--- config.mk ---
export PLATFORM = sky130hd
export DESIGN_NAME = if_fetch_stage
export DESIGN_NICKNAME = d
export VERILOG_FILES = /design/src/rtl/if_fetch_stage.sv
export SDC_FILE = /design/constraint.sdc
export NUM_CORES = 1
export LEC_CHECK = 0
export CORE_ASPECT_RATIO = 0.9
export CORE_MARGIN = 4
export CORE_UTILIZATION = 47
export CTS_CLUSTER_DIAMETER = 120
export DETAILED_ROUTE_END_ITERATION = 10
export PLACE_DENSITY_LB_ADDON = 0.25
export RECOVER_POWER = 100
export SETUP_SLACK_MARGIN = 0.3
export SLEW_MARGIN = 10
export SYNTH_ARGS = -nofsm -noshare
export SYNTH_HDL_FRONTEND = slang
export SYNTH_SLANG_ARGS = --single-unit
--- constraint.sdc ---
create_clock -name CLK -period 2.1 [get_ports CLK]
set_input_delay 0.42 -clock CLK [delete_from_list [all_inputs] [get_ports CLK]]
set_output_delay 0.42 -clock CLK [all_outputs]
set_load 0.005 [all_outputs]
--- src/rtl/if_fetch_stage.sv ---
`default_nettype none
// ============================================================================
// Module   : if_fetch_stage
// Function : MIPS instruction fetch: PC/next-PC, imem req/ack port, IF/ID
//            register with a one-entry stall hold buffer and redirect handling.
// Revision : 1.0
// ============================================================================
module if_fetch_stage #(
  parameter logic [31:0] RESET_PC  = 32'h0000_0000,
  parameter logic [31:0] NOP_INSTR = 32'h0000_0000
) (
  input  logic        CLK,
  input  logic        RESET,
  input  logic        stall,
  input  logic        redirect,
  input  logic [31:0] redirect_pc,
  output logic        imem_req,
  output logic [31:0] imem_addr,
  input  logic        imem_ack,
  input  logic [31:0] imem_rdata,
  output logic [31:0] pc,
  output logic        ifid_valid,
  output logic [31:0] ifid_instr,
  output logic [31:0] ifid_pc,
  output logic [31:0] ifid_pc4,
  output logic        misalign_err
);

  typedef enum logic [1:0] {
    S_IDLE = 2'd0,
    S_REQ  = 2'd1,
    S_HOLD = 2'd2
  } state_t;

  state_t      state_q, state_d;
  logic        req_q, req_d;
  logic [31:0] pc_q, pc_d;
  logic        valid_q, valid_d;
  logic [31:0] instr_q, instr_d;
  logic [31:0] ifpc_q, ifpc_d;
  logic [31:0] ifpc4_q, ifpc4_d;
  logic        pend_q, pend_d;
  logic [31:0] pend_tgt_q, pend_tgt_d;
  logic [31:0] hold_instr_q, hold_instr_d;
  logic [31:0] hold_pc_q, hold_pc_d;
  logic        misalign_q, misalign_d;

  logic [31:0] tgt;
  logic [31:0] pc_plus4;

  assign tgt      = {redirect_pc[31:2], 2'b00};
  assign pc_plus4 = pc_q + 32'd4;

  always_comb begin
    state_d      = state_q;
    pc_d         = pc_q;
    valid_d      = valid_q;
    instr_d      = instr_q;
    ifpc_d       = ifpc_q;
    ifpc4_d      = ifpc4_q;
    pend_d       = pend_q;
    pend_tgt_d   = pend_tgt_q;
    hold_instr_d = hold_instr_q;
    hold_pc_d    = hold_pc_q;
    misalign_d   = misalign_q | (redirect && (redirect_pc[1:0] != 2'b00));

    unique case (state_q)
      S_IDLE: begin
        state_d = S_REQ;
        if (redirect) pc_d = tgt;
        if (redirect || !stall) begin
          valid_d = 1'b0;
          instr_d = NOP_INSTR;
        end
      end
      S_REQ: begin
        if (imem_ack) begin
          if (redirect || pend_q) begin
            // Word belongs to the wrong path; refetch from the newest target.
            pc_d    = redirect ? tgt : pend_tgt_q;
            pend_d  = 1'b0;
            valid_d = 1'b0;
            instr_d = NOP_INSTR;
          end else if (!stall || !valid_q) begin
            valid_d = 1'b1;
            instr_d = imem_rdata;
            ifpc_d  = pc_q;
            ifpc4_d = pc_plus4;
            pc_d    = pc_plus4;
          end else begin
            hold_instr_d = imem_rdata;
            hold_pc_d    = pc_q;
            state_d      = S_HOLD;
          end
        end else if (redirect) begin
          // Address must stay stable until ack, so the target is remembered.
          pend_d     = 1'b1;
          pend_tgt_d = tgt;
          valid_d    = 1'b0;
          instr_d    = NOP_INSTR;
        end else if (!stall) begin
          valid_d = 1'b0;
          instr_d = NOP_INSTR;
        end
      end
      S_HOLD: begin
        if (redirect) begin
          pc_d    = tgt;
          valid_d = 1'b0;
          instr_d = NOP_INSTR;
          state_d = S_REQ;
        end else if (!stall) begin
          valid_d = 1'b1;
          instr_d = hold_instr_q;
          ifpc_d  = hold_pc_q;
          ifpc4_d = hold_pc_q + 32'd4;
          pc_d    = pc_plus4;
          state_d = S_REQ;
        end
      end
      default: state_d = S_IDLE;
    endcase

    req_d = (state_d == S_REQ);
  end

  always_ff @(posedge CLK) begin
    if (!RESET) begin
      state_q      <= S_IDLE;
      req_q        <= 1'b0;
      pc_q         <= RESET_PC;
      valid_q      <= 1'b0;
      instr_q      <= NOP_INSTR;
      ifpc_q       <= 32'h0;
      ifpc4_q      <= 32'h0;
      pend_q       <= 1'b0;
      pend_tgt_q   <= 32'h0;
      hold_instr_q <= 32'h0;
      hold_pc_q    <= 32'h0;
      misalign_q   <= 1'b0;
    end else begin
      state_q      <= state_d;
      req_q        <= req_d;
      pc_q         <= pc_d;
      valid_q      <= valid_d;
      instr_q      <= instr_d;
      ifpc_q       <= ifpc_d;
      ifpc4_q      <= ifpc4_d;
      pend_q       <= pend_d;
      pend_tgt_q   <= pend_tgt_d;
      hold_instr_q <= hold_instr_d;
      hold_pc_q    <= hold_pc_d;
      misalign_q   <= misalign_d;
    end
  end

  assign imem_req     = req_q;
  assign imem_addr    = pc_q;
  assign pc           = pc_q;
  assign ifid_valid   = valid_q;
  assign ifid_instr   = instr_q;
  assign ifid_pc      = ifpc_q;
  assign ifid_pc4     = ifpc4_q;
  assign misalign_err = misalign_q;

endmodule
`default_nettype wire

==> qor.log <==
qor: run_status.status finished, violations left
qor: run_status.violations setup timing
qor: sta.timing.slew.headroom 54.1%
qor: sta.final_hold_viol_count 0
qor: sta.final.hold.worst_slack 0.396 ns
qor: grt.vias_in_the_first_global_route 13,000
qor: clocking.cts.reportedPaths.clkPinSlew 0.07 ns
qor: sta.timing_worst_slew_pin_value 0.689 ns
qor: detailed_routing.drc 0
qor: die.dieArea 27,400 sq um
qor: logic_synthesis.cell_count_in_the_yosys_report 1,459
qor: power.power.leakage 8.12 nW
qor: worst_setup_path.worst-setup-path-type register to register
qor: placed_design.dp.cells 1,988
qor: die.i_o_pin_count 232
qor: clocking.clkSinkCount 228
qor: placed_design.hpwlAfterDp 29,300 microns
qor: worst_setup_path.critical_path.startpoint_type register
qor: logic_synthesis.ys_sh_mux 4.59%
qor: clocking.cts_root_buffer sky130_fd_sc_hd__clkbuf_16
qor: run.warnings 32
qor: sta.layout_setup_ws -0.122 ns
qor: die.placementRows 54
qor: logic_synthesis.synthDistinctLibCells 83
qor: detailed_routing.drt-pass1-iter-count 9
qor: power.report.power.total 12.6 mW
qor: clocking.tritoncts done
qor: worst_setup_path.reg2regPathDepth 8
qor: logic_synthesis.synth-seq-cells 228
qor: finish.drive_gt1_share 41.3%
qor: hold_path.min_path_type input port to register
qor: sta.setup_viol 7
qor: detailed_routing.drtAntennaViolNets 0
qor: logic_synthesis.yosys-stat-area 11,700 sq um
qor: logic_synthesis.post_synth_arst_share 0%
qor: run.maxCapViolations 0
qor: power.powerDensity 615 nW/um^2
qor: grt.grt_antenna_before_repair 1
qor: logic_synthesis.synthXorXnorAreaFrac 1.72%
qor: finish.finalNetCount 1,957
qor: worst_setup_path.crit_path_end_kind register
qor: logic_synthesis.ff_type sky130_fd_sc_hd__dfxtp_1
qor: worst_setup_path.worstPathArrival 2.62 ns
qor: clocking.cts-root-to-sink-buffers 3
qor: worst_setup_path.timing.reg2reg.setup_slack -0.12 ns
qor: logic_synthesis.syn_inst 1,459
qor: finish.fillerInstances 1,183
qor: worst_setup_path.crit_path_end imem_addr[21]
qor: logic_synthesis.synth.cellmix.adderShare 0.643%
qor: worst_setup_path.worst_r2r_startpoint imem_addr[10]
qor: grt.grt_start_max_net_pins 49
qor: logic_synthesis.synthesis.area_per_instance 8.01 sq um
qor: logic_synthesis.synthSimpleGateAreaFrac 23.0%
qor: worst_setup_path.critical_path.max_fanout 5
qor: clocking.cts.htree.levels 1
qor: grt.grt-ovfl-total 0
qor: sta.finalWorstPathRequiredPeriod 2.22 ns
qor: sta.report.final.slew_viol_count 0
qor: worst_setup_path.end_of_the_worst_register_to_register_path imem_addr[21]
qor: die.fp.coreArea 24,300 sq um
qor: grt.first_pass_grt_wire_length 75,100 microns
qor: logic_synthesis.edf_count 0
qor: logic_synthesis.ys_warn_count 0
qor: logic_synthesis.dominant_combinational_cell_family_by_area_after_synthesis simple AND/OR/NAND/NOR gates
qor: sta.finalClockPeriodUsage 106%
qor: worst_setup_path.worst-endpoint-required 2.50 ns
qor: logic_synthesis.area_of_the_mapped_netlist 11,700 sq um
qor: detailed_routing.first_iter_violations 2,338
qor: hold_path.hold_path.startpoint RESET
qor: placed_design.gp_routability_congestion 0.967
qor: logic_synthesis.post_synth_ao_oa_area_fraction 22.6%
qor: die.floorplan.core_util 48.0%
qor: worst_setup_path.crit_path_start imem_addr[10]
qor: finish.area_delta_synth_final 75.2%
qor: sta.max_freq 450 MHz
qor: clocking.post_cts_hold_fix_buffer_tally 0
qor: logic_synthesis.fp_nets 1,534
qor: hold_path.worstHoldPathCells 3
qor: sta.grt_setup_unrepaired true
qor: detailed_routing.routed_via_density 6.89
qor: power.peakVddDrop 0.744 mV
qor: logic_synthesis.seq_area_frac_synth 39.1%
qor: hold_path.hold_end ifid_pc4[16]
[critical path, cell delays in order, from the launching register on]
cell	delay, ns
sky130_fd_sc_hd__dfxtp_2	0.35
sky130_fd_sc_hd__buf_4	0.16
sky130_fd_sc_hd__nand4_1	0.16
sky130_fd_sc_hd__buf_4	0.18
sky130_fd_sc_hd__nor4_4	0.41
sky130_fd_sc_hd__buf_4	0.20
sky130_fd_sc_hd__a21oi_2	0.08
sky130_fd_sc_hd__o21ai_0	0.38
sky130_fd_sc_hd__a221oi_1	0.15
[report_power, final]
group	leakage, nW	switching [mW]	internal (mW)	total, mW
registers	1.88	0.188	4.51	4.69
clock network	0.454	2.01	2.81	4.82
logic	5.79	1.61	1.47	3.08
[sequential cells by signal (all words and copies together) (netlist names), 2 cells and up]
name and count:
hold_instr_q 32, hold_pc_q 32, ifid_instr 32, ifid_pc 32, imem_addr 32, pend_tgt_q 32
ifid_pc4 30, state_q 2
[synth_stat cells, drive strengths merged, types with 19 or more instances]
| cell | n | area (sq um) |
|---|---|---|
| nand2 | 285 | 1070 |
| o21ai | 60 | 304 |
| a211oi | 28 | 215 |
| mux2 | 21 | 236 |
| a21oi | 165 | 826 |
| clkbuf | 89 | 374 |
| and3 | 19 | 121 |
| dfxtp | 228 | 4560 |
| nand4 | 21 | 168 |
| inv | 19 | 71.3 |
| nor2 | 41 | 154 |
| buf | 84 | 524 |
| nor3 | 28 | 160 |
| nand3 | 81 | 410 |
| nor4 | 24 | 171 |
| mux2i | 30 | 300 |
| a22o | 35 | 307 |
[cells in the final DEF, fill, tap and decap left out, drive strengths merged, types with 7 or more instances in the layout]
cell type and n:
mux2 21, nor2 42, clkbuf 43, o2111ai 7, a22o 35, inv 21
buf 325, a21oi 165, dfxtp 228, a31oi 9, or3 12, dlygate4sd2 128
a211oi 28, xor2 9, xnor2 14, o31a 11, nand2 285, a221oi 15
nand4 21, and2 7, o211ai 12, mux2i 30, and4 14, o21ai 60
nand3 81, nor4 24, o31ai 15, o211a 10, clkdlybuf4s50 95, clkinv 10
nor3 28, and3 19
[metal layers]
metal,up-vias,GRT usage (%),part of all wire (%)
met5,-,0,0.021
met2,1396,55.1,44
met4,2,12.6,7.9
met3,486,6.65,13
met1,7223,46.0,35
li1,6117,-,-
[per-stage QoR]
| step | setup TNS [ns] | area [sq um] | setup WS (ns) |
|---|---|---|---|
| after floorplan | 0 | 11900 | 0.164 |
| after global placement | -30.67 | 15100 | -0.227 |
| after detailed placement | -36.30 | 15100 | -0.300 |
| after CTS | 0 | 18500 | 0.109 |
| after global routing | -0.478 | 20500 | -0.128 |
| final | -0.432 | 20500 | -0.122 |
[layout make-up]
class / instances / area [sq um] / area share, %
antenna: 1 / 2.50 / 0.0122
clock buffer: 34 / 762 / 3.72
clock inverter: 14 / 135 / 0.660
inverter: 19 / 86.3 / 0.422
multi-input combinational: 1042 / 8150 / 39.8
sequential: 228 / 4680 / 22.8
tap: 308 / 385 / 1.88
timing repair buffer: 565 / 6270 / 30.6
[repair_timing]
| action | CTS | global route |
|---|---|---|
| gates resized | 447 | 348 |
| endpoints found under the setup margin | 334 | 227 |
| gates cloned | 27 | 11 |
| pin swaps | 96 | 166 |
| buffers inserted | 97 | 39 |
Fig. 1: clock wiring as the flow saved it
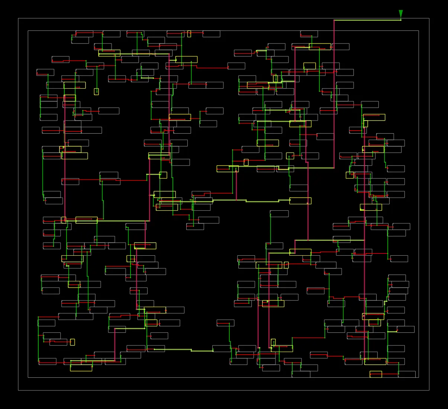
Post-Route Skew: 0.0132 ns
count of flip-flops and latches: 228
TritonCTS buffer count: 26
clock-net power: 4.82 mW
Skew-Pair Late Insertion Delay: 0.55 ns

Fig. 2: gate families picked out
Scale bar: 50 microns.
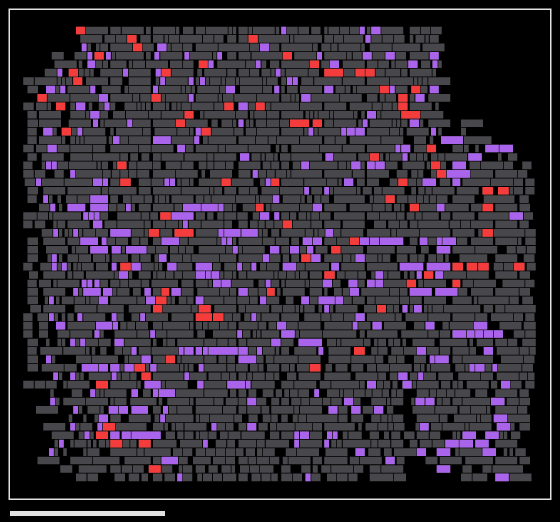
Red shows non-inverting ao/oa cells, cells 81, where spread over the die. Purple shows aoi and oai cells, cells 322, where spread over the die.
most used logic cell in the final layout: sky130_fd_sc_hd__nand2_1
final standard cell count with taps included and fillers excluded: 2,211
logic share of the area: 39.8%

Fig. 3: routed metal, one colour a layer
Only two layers are drawn.
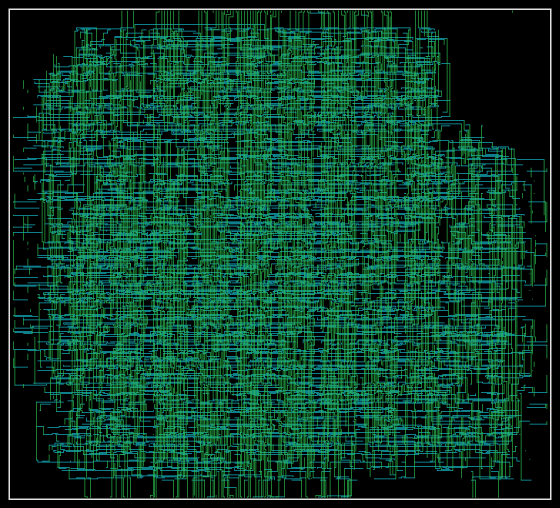
Green shows M2, wire length 27.4 mm. Cyan shows M1, wire length 21.4 mm.
Via Count: 15,200
average detailed-routed wire length per instance: 28.0 microns
overall routing resource usage: 34.2%
DRT Wirelength: 61,900 microns

Fig. 4: sequential cells grouped by signal name
Scale bar: 50 microns.
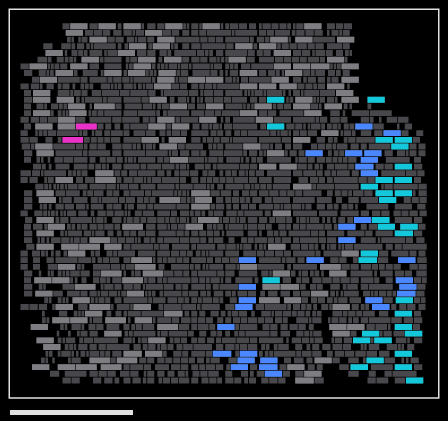
Cyan shows ifid_pc, sequential cells 32. Magenta shows state_q, sequential cells 2. Blue shows ifid_pc4, sequential cells 30.
flip-flop and latch power: 4.69 mW
final standard cell utilization of the core: 84.2%
sequential cell area in the final layout: 4680 sq um
Seq/total area: 22.8%

Fig. 5: I/O pins on the die edge
Pins as bars across the die edge, other pins in grey.
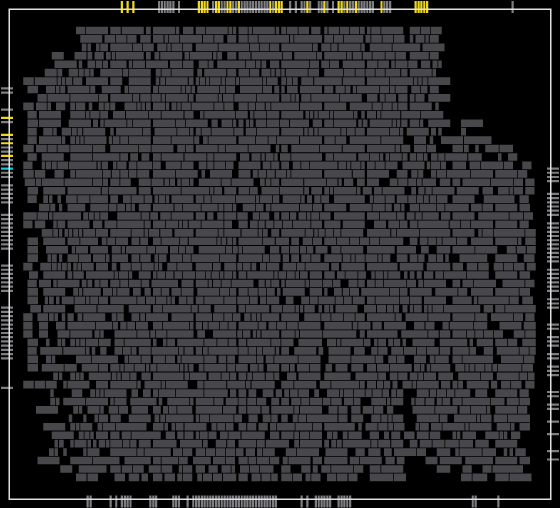
Cyan shows misalign_err, pins 1, direction output, edge left. Yellow shows ifid_instr, pins 32, direction output, edge 28 top, 4 left.
All pins by edge: 73 top, 61 bottom, 51 left, 47 right.
Die Span Y: 158 microns
width of the chip: 174 microns
number of buffers added on ports: 231

No activity file was given, so power comes from the tool's default toggle rates.
